==> images/pins.png <==
Drawn at 4 px/um. Pins as bars across the die edge, other pins in gray.
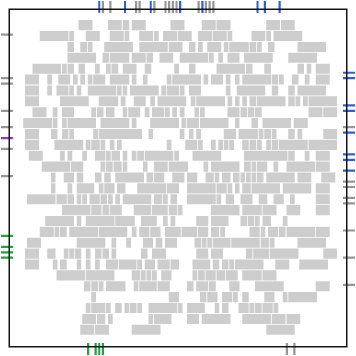
==> images/met4.png <==
Drawn at 4 px/um.
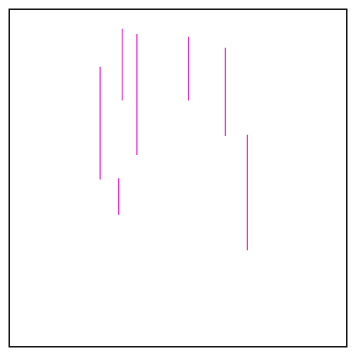
==> images/metal_stack.png <==
Drawn at 3 px/um. Only two layers are drawn.
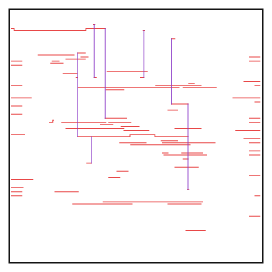
==> images/gate_families.png <==
Drawn at 4 px/um.
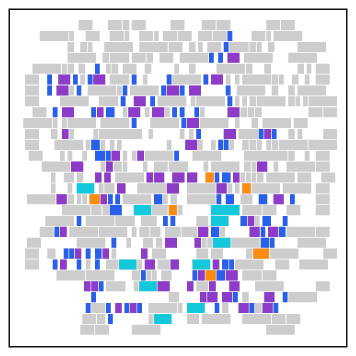
==> config.mk <==
export PLATFORM = sky130hd
export DESIGN_NAME = divider
export DESIGN_NICKNAME = d
export VERILOG_FILES = /design/src/rtl/divider.sv
export SDC_FILE = /design/constraint.sdc
export NUM_CORES = 1
export LEC_CHECK = 0
export CAP_MARGIN = 15
export CORE_MARGIN = 2
export CORE_UTILIZATION = 48
export DETAILED_ROUTE_END_ITERATION = 6
export GPL_TIMING_DRIVEN = 0
export PLACE_DENSITY = 0.74
export SKIP_LAST_GASP = 1
export SLEW_MARGIN = 20
export SYNTH_ARGS = -nofsm -noshare
export SYNTH_HDL_FRONTEND = slang
export SYNTH_SLANG_ARGS = --single-unit
==> constraint.sdc <==
create_clock -name clk_i -period 2.8 [get_ports clk_i]
set_clock_uncertainty 0.05 [all_clocks]
set_input_delay 0.56 -clock clk_i [delete_from_list [all_inputs] [get_ports clk_i]]
set_output_delay 0.56 -clock clk_i [all_outputs]
set_load 0.01 [all_outputs]
==> results_slide.txt <==
Run Summary

Run
  – Tally of max-capacitance violations: 0

Clock network
  – Cts bufs inserted: 9
  – Deepest clock path buffer count: 2
  – Post-CTS Setup Bufs: 0
  – Count of H-tree levels built during CTS: 3
  – TritonCTS clock tree: yes
  – Number of gates resized after CTS: 0

Floorplanning
  – Overall chip area: roughly 7100 um^2
  – Core Density at Floorplan: 48.97%

Power
  – Cell-internal power: between 0.002 and 0.0025 W
  – Combinational cell fraction of total power: about 34%
  – Leakage power figure: about 1.5 nW
  – Net switching power figure: 0.001070 W
  – Maximum VDD drop: ~0.36 mV
  – Switching share of power: 34.80%
  – Post-layout power: around 0.0031 W
  – Cell area power density: just under 800 nW/um^2

GRT
  – Largest net degree at the start of global routing: 13
  – Number of global-route vias before repair: roughly 2700
  – Initial antenna violation count: 0
  – Wire length of the first global-routing pass: 13.01 mm

Timing
  – Final setup TNS: 0 ps
  – Achievable clock frequency: 415.7 MHz
  – Max-slew violations: 0
  – Slew at the pin with the worst max-slew slack: ~610 ps
  – Cycle use final: about 86%
  – Hold slack final: between 400 and 500 ps
  – Final min period: approximately 2400 ps
  – Slew headroom: about three fifths

Yosys
  – Dominant register cell in the synthesized netlist: sky130_fd_sc_hd__dfxtp_1
  – Cell count after synthesis: slightly below 400
  – Post-synthesis async set-or-reset flop share: 0%
  – Total cell area reported by yosys after synthesis: around 3000 um^2
  – Largest cells by area after synthesis: sky130_fd_sc_hd__dfxtp_1 (43%), sky130_fd_sc_hd__nand2_1 (8.3%), sky130_fd_sc_hd__nor3_1 (6.3%)
  – Nets in the synthesized netlist: roughly 430
  – Most common library cells after synthesis: sky130_fd_sc_hd__nand2_1 (68), sky130_fd_sc_hd__dfxtp_1 (66), sky130_fd_sc_hd__nor2_1 (51)
  – Cell type with the highest aggregate area in the netlist: sky130_fd_sc_hd__dfxtp_1
  – Portion of synthesized cell area occupied by the leading cell type: between 40 and 50%
  – Post-synthesis area per instance: 7.944 um^2
  – Number of enable flip-flop cells: 0
  – Synth unique cells: approximately 49
  – Warnings from Yosys: 0
  – Yosys cell count: 387
  – Netlist Area Pre-Place: between 3000 and 4000 um^2
  – Part of the Yosys area used for sequential elements: ~43%

Worst setup path
  – Worst Setup Path Type: flop to flop
  – Kind of end point of the critical path: flop
  – Data required time of the worst path: ~3000 ps
  – Worst path slowest cell: sky130_fd_sc_hd__a2111oi_0
  – Length in cells of the worst reg-to-reg path: 9
  – Highest net fanout along the worst path: 3
  – Crit path DAT: between 2000 and 3000 ps
  – Delay contributed by the slowest stage of the critical path: 430 ps

Place
  – Half-perimeter wire length after detailed placement: about 5.8 mm
  – Cell area after placement: approximately 3700 um^2

Finish
  – Diode count: 0
  – Filler cells: around 570
  – Gate Area: roughly 1600 um^2
  – Storage element area: 1321 um^2

Min path
  – Tightest Hold Check Type: flop to flop

Run status
  – Result of the run: finished clean

Route
  – Number of optimization iterations in the first detailed-route pass: 5
Notes on pins.png above:
`quotient_o` -> blue  # pins 16, direction output, edge 8 right, 8 top
`out_ready_i` -> purple  # pins 1, direction input, edge left
`divisor_i` -> green  # pins 8, direction input, edge 4 left, 4 bottom
all pins by edge = 21 top, 16 right, 12 left, 6 bottom
die height: 84.03 um
count of input and output buffers: 54
Die Span X: 84.03 um

Notes on met4.png above:
nets with wire on the layer = 4
longest straight run = 29.9 um
routed wire length: 7.756 mm
via count: 3046

Notes on metal_stack.png above:
met4 -> purple  # wire length 150 um
met3 -> red  # wire length 557 um
total track usage: 22.96%
WL/cell: 14.52 um

Notes on gate_families.png above:
NAND gates -> blue  # cells 84, most used nand2_1
inverting AOI/OAI gates -> purple  # cells 66, most used a21oi_1
adder and majority cells -> cyan  # cells 10, most used ha_1
AND and OR gates -> orange  # cells 6, most used and2_1
post-route insts no fill: 534
most common cell after layout, fill and taps aside: sky130_fd_sc_hd__nand2_1
share of the final layout cell area in multi-input gates: 40.50%

metrics by stage:
stage	worst slack (ps)	util, %
2_1_floorplan	584.3	-
3_3_place_gp	454.5	59.12
3_5_place_dp	400.2	59.12
4_1_cts	363.7	62.75
5_1_grt	231.4	62.75
6_report	394.5	62.75
power groups by stage:
stage	clock, W	combinational, W	sequential [W]
3_3_place_gp	0	0.00101	0.00113
6_report	0.000913	0.00104	0.00112
2_1_floorplan	0	0.000728	0.00113
3_5_place_dp	0	0.00102	0.00114
5_1_grt	0.000964	0.00115	0.00113
4_1_cts	0.000922	0.00103	0.00111
cell families after synthesis:
group | count (synthesis) | share of synthesized area (%)
and+or+nand+nor | 188 | 27.35
AOI/OAI and AO/OA | 81 | 19.37
adders and majority gates | 10 | 4.314
buffers and inverters | 39 | 5.128
DFF | 66 | 42.98
xor gates and xnor gates | 3 | 0.8549
cell usage in the layout, fill, tap and decap left out, types with 2 or more instances in the layout:
cell,n
sky130_fd_sc_hd__a211oi_1,5
sky130_fd_sc_hd__a21o_1,2
sky130_fd_sc_hd__a21oi_1,20
sky130_fd_sc_hd__a22oi_1,2
sky130_fd_sc_hd__a311oi_1,16
sky130_fd_sc_hd__a32o_1,4
sky130_fd_sc_hd__a32oi_1,2
sky130_fd_sc_hd__and2_1,2
sky130_fd_sc_hd__buf_2,3
sky130_fd_sc_hd__bufinv_16,2
sky130_fd_sc_hd__clkbuf_1,21
sky130_fd_sc_hd__clkbuf_8,10
sky130_fd_sc_hd__clkdlybuf4s50_1,54
sky130_fd_sc_hd__clkinv_4,2
sky130_fd_sc_hd__dfxtp_1,66
sky130_fd_sc_hd__ha_1,9
sky130_fd_sc_hd__inv_1,14
sky130_fd_sc_hd__nand2_1,68
sky130_fd_sc_hd__nand2b_1,5
sky130_fd_sc_hd__nand3_1,4
sky130_fd_sc_hd__nand4_1,5
sky130_fd_sc_hd__nor2_1,51
sky130_fd_sc_hd__nor2b_1,2
sky130_fd_sc_hd__nor3_1,39
sky130_fd_sc_hd__nor3b_1,4
sky130_fd_sc_hd__nor4_1,2
sky130_fd_sc_hd__o211ai_1,4
sky130_fd_sc_hd__o21ai_0,6
sky130_fd_sc_hd__o22ai_1,2
sky130_fd_sc_hd__o31ai_1,5
sky130_fd_sc_hd__xnor2_1,2
critical path, delay by kind of cell, from the launching register on:
kind / cells / cell delay (ps)
adders and majority gates: 2 / 570
AOI/OAI and AO/OA: 5 / 1240
buffers and inverters: 2 / 150
DFF: 1 / 320
final cells by class:
class	instances	area share, %
well taps	77	2.446
multi-input cells	282	40.50
plain buffers	25	2.668
clock inverters	6	2.287
repair buffers	54	13.72
inverters	14	1.334
flip-flops and latches	66	33.55
clock buffers	10	3.494
layer usage:
layer | GRT usage [%] | vias up | wire, um
met5 | 0 | - | 0
met4 | 10.56 | 0 | 150
met3 | 3.363 | 17 | 557
met2 | 33.33 | 119 | 3349
met1 | 33.42 | 1397 | 3699
li1 | - | 1513 | -
Power figures rest on the tool's default switching activity, not on a simulated workload.
